File: config.mk
export PLATFORM = sky130hd
export DESIGN_NAME = rr_arbiter4
export DESIGN_NICKNAME = d
export VERILOG_FILES = /design/src/rtl/rr_arbiter4_pkg.sv /design/src/rtl/rr_arbiter4_decode24.sv /design/src/rtl/rr_arbiter4.sv
export SDC_FILE = /design/constraint.sdc
export NUM_CORES = 1
export LEC_CHECK = 0
export CORE_MARGIN = 4
export CORE_UTILIZATION = 56
export DETAILED_ROUTE_END_ITERATION = 10
export GPL_ROUTABILITY_DRIVEN = 0
export PLACE_DENSITY = 0.87
export SETUP_SLACK_MARGIN = 0.3
export SLEW_MARGIN = 20
export SYNTH_ARGS = -nofsm -noshare
export SYNTH_HDL_FRONTEND = slang
export SYNTH_SLANG_ARGS = --single-unit
File: constraint.sdc
create_clock -name CLK -period 5.1 [get_ports CLK]
set_clock_uncertainty 0.2 [all_clocks]
set_input_delay 1.53 -clock CLK [delete_from_list [all_inputs] [get_ports CLK]]
set_output_delay 1.53 -clock CLK [all_outputs]
set_load 0.05 [all_outputs]
File: src/rtl/rr_arbiter4_pkg.sv
// rtl/rr_arbiter4_pkg.sv - shared state encoding and sizing for the 4-way round-robin arbiter
// Ports: none (package).
package rr_arbiter4_pkg;

  localparam int NUM_REQ = 4;
  localparam int IDX_W   = 2;

  typedef enum logic [1:0] {
    ST_IDLE  = 2'd0,
    ST_GRANT = 2'd1,
    ST_GAP   = 2'd2
  } arb_state_e;

endpackage

File: src/rtl/rr_arbiter4_decode24.sv
// rtl/rr_arbiter4_decode24.sv - 2-to-4 one-hot decoder for the grant index
// Ports:
//   i_idx    in  2  binary index
//   o_onehot out 4  one-hot of i_idx
module rr_arbiter4_decode24
  import rr_arbiter4_pkg::*;
(
  input  logic [IDX_W-1:0]   i_idx,
  output logic [NUM_REQ-1:0] o_onehot
);

  always_comb begin
    o_onehot = NUM_REQ'(1) << i_idx;
  end

endmodule

File: src/rtl/rr_arbiter4.sv
// rtl/rr_arbiter4.sv - round-robin arbiter for 4 requesters with hold timeout and dead gap
// Ports:
//   CLK       in   1  clock, rising edge
//   Reset_L   in   1  asynchronous active-low reset
//   en        in   1  allows new grants (existing grant unaffected)
//   req       in   4  level requests, held for the whole ownership
//   gnt       out  4  one-hot grant, 0 when no owner
//   gnt_idx   out  2  index of current/last owner
//   gnt_valid out  1  grant active
//   timeout   out  1  one-cycle pulse after a timeout revoke
module rr_arbiter4
  import rr_arbiter4_pkg::*;
#(
  parameter int HOLD_MAX = 16,
  parameter int CNT_W    = 8
) (
  input  logic               CLK,
  input  logic               Reset_L,
  input  logic               en,
  input  logic [NUM_REQ-1:0] req,
  output logic [NUM_REQ-1:0] gnt,
  output logic [IDX_W-1:0]   gnt_idx,
  output logic               gnt_valid,
  output logic               timeout
);

  // Count value seen on the edge that ends the HOLD_MAX-th owned cycle.
  localparam logic [CNT_W-1:0] HOLD_LAST = (HOLD_MAX == 0) ? '0 : CNT_W'(HOLD_MAX - 1);

  arb_state_e       r_state, w_state_n;
  logic [IDX_W-1:0] r_ptr, w_ptr_n;
  logic [IDX_W-1:0] r_gnt_idx, w_gnt_idx_n;
  logic [CNT_W-1:0] r_hold_cnt, w_hold_cnt_n;
  logic             r_timeout, w_timeout_n;

  logic [NUM_REQ-1:0] w_onehot;
  logic               w_release;
  logic               w_others;

  // First requester in circular order starting at the pointer.
  function automatic logic [IDX_W-1:0] f_pick(input logic [IDX_W-1:0] ptr,
                                              input logic [NUM_REQ-1:0] rq);
    logic [IDX_W-1:0] idx;
    f_pick = ptr;
    // Walk backwards so the closest requester to ptr is the last one written.
    for (int k = NUM_REQ - 1; k >= 0; k--) begin
      idx = ptr + IDX_W'(k);
      if (rq[idx]) f_pick = idx;
    end
  endfunction

  rr_arbiter4_decode24 u_decode (
    .i_idx    (r_gnt_idx),
    .o_onehot (w_onehot)
  );

  assign w_release = ~req[r_gnt_idx];
  assign w_others  = |(req & ~w_onehot);

  always_ff @(posedge CLK or negedge Reset_L) begin
    if (!Reset_L) begin
      r_state    <= ST_IDLE;
      r_ptr      <= '0;
      r_gnt_idx  <= '0;
      r_hold_cnt <= '0;
      r_timeout  <= 1'b0;
    end else begin
      r_state    <= w_state_n;
      r_ptr      <= w_ptr_n;
      r_gnt_idx  <= w_gnt_idx_n;
      r_hold_cnt <= w_hold_cnt_n;
      r_timeout  <= w_timeout_n;
    end
  end

  always_comb begin
    w_state_n    = r_state;
    w_ptr_n      = r_ptr;
    w_gnt_idx_n  = r_gnt_idx;
    w_hold_cnt_n = r_hold_cnt;
    w_timeout_n  = 1'b0;
    unique case (r_state)
      ST_IDLE: begin
        if (en && |req) begin
          w_gnt_idx_n  = f_pick(r_ptr, req);
          w_hold_cnt_n = '0;
          w_state_n    = ST_GRANT;
        end
      end
      ST_GRANT: begin
        if (r_hold_cnt != '1) w_hold_cnt_n = r_hold_cnt + 1'b1;
        // Release is checked first so it beats a coincident timeout.
        if (w_release) begin
          w_ptr_n   = r_gnt_idx + 1'b1;
          w_state_n = ST_GAP;
        end else if ((HOLD_MAX != 0) && (r_hold_cnt == HOLD_LAST) && w_others) begin
          w_ptr_n     = r_gnt_idx + 1'b1;
          w_timeout_n = 1'b1;
          w_state_n   = ST_GAP;
        end
      end
      ST_GAP: begin
        w_state_n = ST_IDLE;
      end
      default: begin
        w_state_n = ST_IDLE;
      end
    endcase
  end

  assign gnt_valid = (r_state == ST_GRANT);
  assign gnt       = w_onehot & {NUM_REQ{gnt_valid}};
  assign gnt_idx   = r_gnt_idx;
  assign timeout   = r_timeout;

endmodule

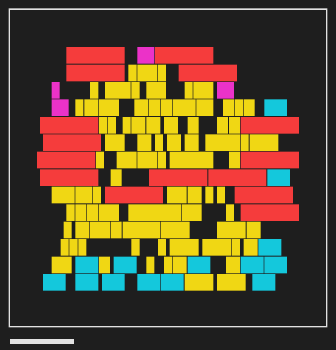
*Placement by cell class, run 1*
The bar under the picture is 10 um long.
other buffers and delay cells -> cyan  # cells 14
all other logic -> yellow  # cells 83
flip-flops -> red  # cells 15
clock drivers and dummy loads -> magenta  # cells 4
Final Instance Area: 1131 um2
Row Count: 14
core area: 1559 um2
post-layout util: 0.7255
sequential share of cell area: 0.3319

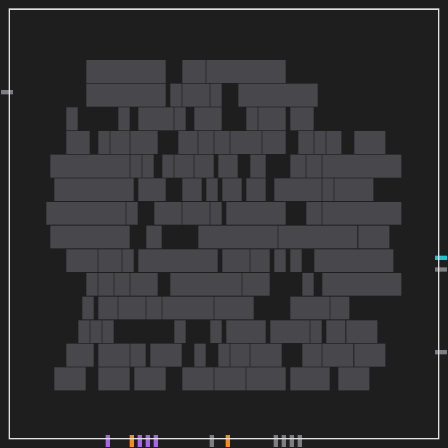
*Pin placement, run 1*
Pins as bars across the die edge, other pins in gray.
Reset_L -> cyan  # pins 1, direction input, edge right
gnt_idx -> orange  # pins 2, direction output, edge bottom
req -> purple  # pins 4, direction input, edge bottom
all pins by edge = 11 bottom, 3 right, 1 left

==> reports/summary.txt, run 1 <==
status -> completed
synthesized cell area -> 952.2 um2
clk tree area frac -> 0.02323
clock buffer count in the final layout -> 4
Async SR Flop Fraction -> 1.000
layout cell share with drive strength beyond 1 -> 0.1379
DR top layer -> met4
CP startpoint -> r_state[1]$_DFFE_PN0P_
Comb power frac -> 0.533
Distinct cells, synth -> 35
Nets at Floorplan -> 113
largest fanout on the critical path -> 10
CP delay by family, top -> buffers and inverters
NonClk Buf Share -> 0.1239
WP data required -> 3370 ps
count of final hold-check violations -> 0
clk_lat worst skew -> 280 ps
Routed WL per cell -> 14.42 um
largest net degree at the start of global routing -> 16
Leakage Power -> 0.4914 nW
Switching Power -> 0.2644 mW
Slew HR -> 0.5819
RSZ-0062 raised after global routing -> no
Commonest cells post-synth -> dfrtp_1, nor2_1, nand2_1
hold path start -> r_hold_cnt[0]$_DFFE_PN0P_
clk sinks -> 15
CTS tree -> built
largest power group -> combinational logic
GRT met3 Usage -> 0.04893
total tool warning count -> 29
# fillers -> 118
#MultiIn Comb -> 73
cell count along the critical path -> 3
register area -> 375.4 um2
total gr overflow -> 0
Clk network pwr share -> 0.115
Final Setup Violations -> 0
syn_area_per_cell -> 9.427 um2
Tightest Pin Transition -> 623.8 ps
drt drc -> 0
Inverters, non-clock -> 10
initial antenna violation count -> 0
Chip Height -> 49.24 um
Tot GR Track Use -> 0.1788
post-placement cell count -> 128
Well Taps -> 16
post-route minimum period -> 3830 ps
Total Wirelength -> 1904 um
Seq power -> 0.199 mW
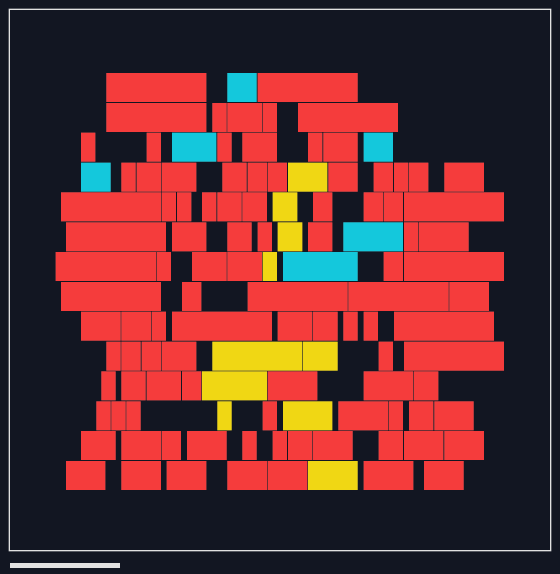
*Sizing map, run 1*
The bar under the picture is 10 um long.
drive 1 or less -> red  # cells 100, share 86%, most used dfrtp_1
drive 2 -> yellow  # cells 10, share 8.6%
drive 3 to 4 -> cyan  # cells 6, share 5.2%, most used clkbuf_4
nonclk buf count: 14
Area growth syn-to-layout: 18.79%
Setup WS post-layout: 1270 ps

==> run 1 -> run 2 <==
Settings changed: CORE_UTILIZATION 56 to 52, PLACE_DENSITY 0.87 to 0.82.
Clock period 5.1 ns to 3.98 ns, I/O delays scaled along.
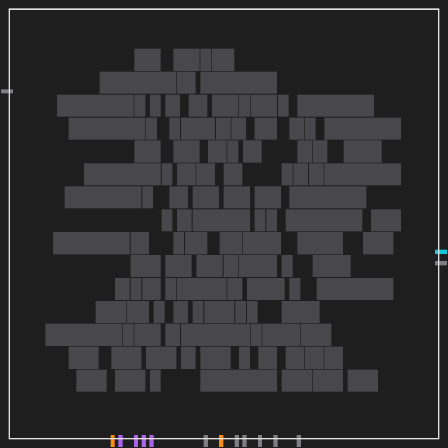
*Pin placement, run 2*
Pins as bars across the die edge, other pins in gray.
gnt_idx -> orange  # pins 2, direction output, edge bottom
req -> purple  # pins 4, direction input, edge bottom
Reset_L -> cyan  # pins 1, direction input, edge right
Port Buffers: 14
width of the chip: 50.79 um

==> run 2 against run 1 <==
Via count is 0.51% higher. Setup slack worse by 800 ps. Critical path depth stayed put.
==> reports/summary.txt, run 2 <==
Final Instance Area -> 1139 um2
Setup TNS -> 0 ps
clk tree area frac -> 0.02418
GRT met3 Usage -> 0.02967
Tightest Pin Transition -> 1072 ps
cell count along the critical path -> 3
switching part of the total -> 0.4737
Switching Power -> 0.3461 mW
CP startpoint -> r_state[1]$_DFFE_PN0P_
NonClk Buf Share -> 0.1231
Nets at Floorplan -> 113
total tool warning count -> 29
max incr delay on CP -> 800 ps
Comb power frac -> 0.532
post-placement cell count -> 137
largest net degree at the start of global routing -> 16
synthesized cell area -> 952.2 um2
Area growth syn-to-layout -> 19.58%
register area -> 375.4 um2
XOR/XNOR Area Share -> 0.05519
clk_lat worst skew -> 290 ps
Seq power -> 0.253 mW
Setup WS post-layout -> 473.2 ps
total gr overflow -> 0
Total Wirelength -> 1959 um
Async SR Flop Fraction -> 1.000
drt drc -> 0
CP delay by family, top -> buffers and inverters
count of final hold-check violations -> 0
WP data required -> 2590 ps
CTS tree -> built
post-route minimum period -> 3507 ps
# fillers -> 147
Routed WL per cell -> 13.89 um
#MultiIn Comb -> 73
Distinct cells, synth -> 35
Clk network pwr share -> 0.122
status -> completed
clock buffer count in the final layout -> 3
RSZ-0062 raised after global routing -> no
top cells by area -> dfrtp_1, ha_1, xnor2_1
Inverters, non-clock -> 10
Comb power -> 0.389 mW
initial antenna violation count -> 0
Commonest cells post-synth -> dfrtp_1, nor2_1, nand2_1
Yosys top cell by instances -> dfrtp_1
final worst-path cycle share -> 0.8811
post-layout util -> 0.6594
flip-flops -> 15
Max-Cap Viols -> 0
core area -> 1727 um2
vias in the first global route -> 768
Post-CTS Resized -> 0
nonclk buf count -> 14
largest fanout on the critical path -> 10
worst hold endpoint -> r_hold_cnt[0]$_DFFE_PN0P_
DR top layer -> met4
Row Count -> 15
Leakage Power -> 0.4923 nW
layout cell share with drive strength beyond 1 -> 0.1379
sequential share of cell area -> 0.3297
Comb/total area -> 0.4626
hold path start -> r_hold_cnt[0]$_DFFE_PN0P_
Final Setup Violations -> 0
Well Taps -> 25
Slew HR -> 0.2798
fin. max-slew vios -> 0
synth warn -> 0
clk sinks -> 15
largest power group -> combinational logic
Tot GR Track Use -> 0.1771
syn_area_per_cell -> 9.427 um2
==> run 2 -> run 3 <==
Settings changed: CORE_UTILIZATION 52 to 50, CTS_BUF_LIST set to sky130_fd_sc_hd__clkbuf_8 sky130_fd_sc_hd__clkbuf_16, PLACE_DENSITY 0.82 to 0.8, SYNTH_HIERARCHICAL set to 1.
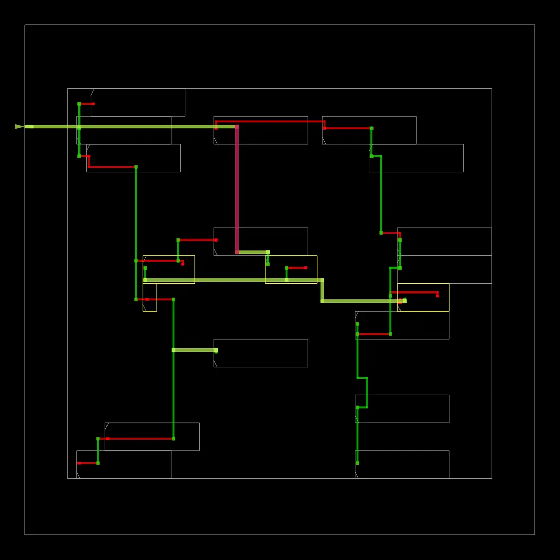
*Clock wiring as the flow saved it, run 3*
clk_lat worst skew: 250 ps
clk sinks: 15
Clock group: 0.120 mW

==> run 3 against run 2 <==
Hold slack better by 34 ps. Cell area down 6.3%. Die size down 4.2%. Clock-buffer cell count unchanged. Utilization up 1.8 points. Flip-flop count unchanged. Setup slack worse by 42 ps. Via count down 0.25%. Sequential share of layout area up 2.2 points. Total power up 2.8%. Critical path depth unchanged. Largest cell class unchanged. Fmax down 1.2%.
==> reports/summary.txt, run 3 <==
Yosys top cell by instances -> dfrtp_1
hold path start -> r_hold_cnt[2]$_DFFE_PN0P_
switching part of the total -> 0.4540
cell count along the critical path -> 3
CP startpoint -> r_state[1]$_DFFE_PN0P_
initial antenna violation count -> 0
final worst-path cycle share -> 0.8917
Chip Height -> 49.71 um
Final Setup Violations -> 0
synth warn -> 6
WP data required -> 2590 ps
worst hold endpoint -> r_hold_cnt[2]$_DFFE_PN0P_
width of the chip -> 49.71 um
largest net degree at the start of global routing -> 16
Inverters, non-clock -> 10
largest power group -> combinational logic
Nets at Floorplan -> 102
Commonest cells post-synth -> dfrtp_1, inv_1, o21ai_0
Seq power -> 0.248 mW
post-route minimum period -> 3549 ps
Switching Power -> 0.3410 mW
status -> completed
Max-Cap Viols -> 0
sequential share of cell area -> 0.3517
register area -> 375.4 um2
Area growth syn-to-layout -> 22.73%
post-placement cell count -> 123
Tightest Pin Transition -> 677.1 ps
post-layout util -> 0.6770
core area -> 1577 um2
fp util -> 0.5516
Clk network pwr share -> 0.160
Comb/total area -> 0.4209
top cells by area -> dfrtp_1, o21ai_0, inv_1
# fillers -> 116
Row Count -> 14
#MultiIn Comb -> 68
syn_area_per_cell -> 9.251 um2
Routed WL per cell -> 15.11 um
CP delay by family, top -> buffers and inverters
synthesized cell area -> 869.6 um2
fin. max-slew vios -> 0
Final Instance Area -> 1067 um2
largest fanout on the critical path -> 10
Setup TNS -> 0 ps
Comb power frac -> 0.510
GRT met3 Usage -> 0.06928
Leakage Power -> 0.4545 nW
clk tree area frac -> 0.04220
Total Wirelength -> 1919 um
max incr delay on CP -> 800 ps
XOR/XNOR Area Share -> 0.03022
Port Buffers -> 14
Tot GR Track Use -> 0.1732
NonClk Buf Share -> 0.1313
Comb power -> 0.383 mW
r2r setup slk -> 2030 ps
total tool warning count -> 26
Post-CTS Resized -> 0
No activity file was given, so power comes from the tool's default toggle rates.
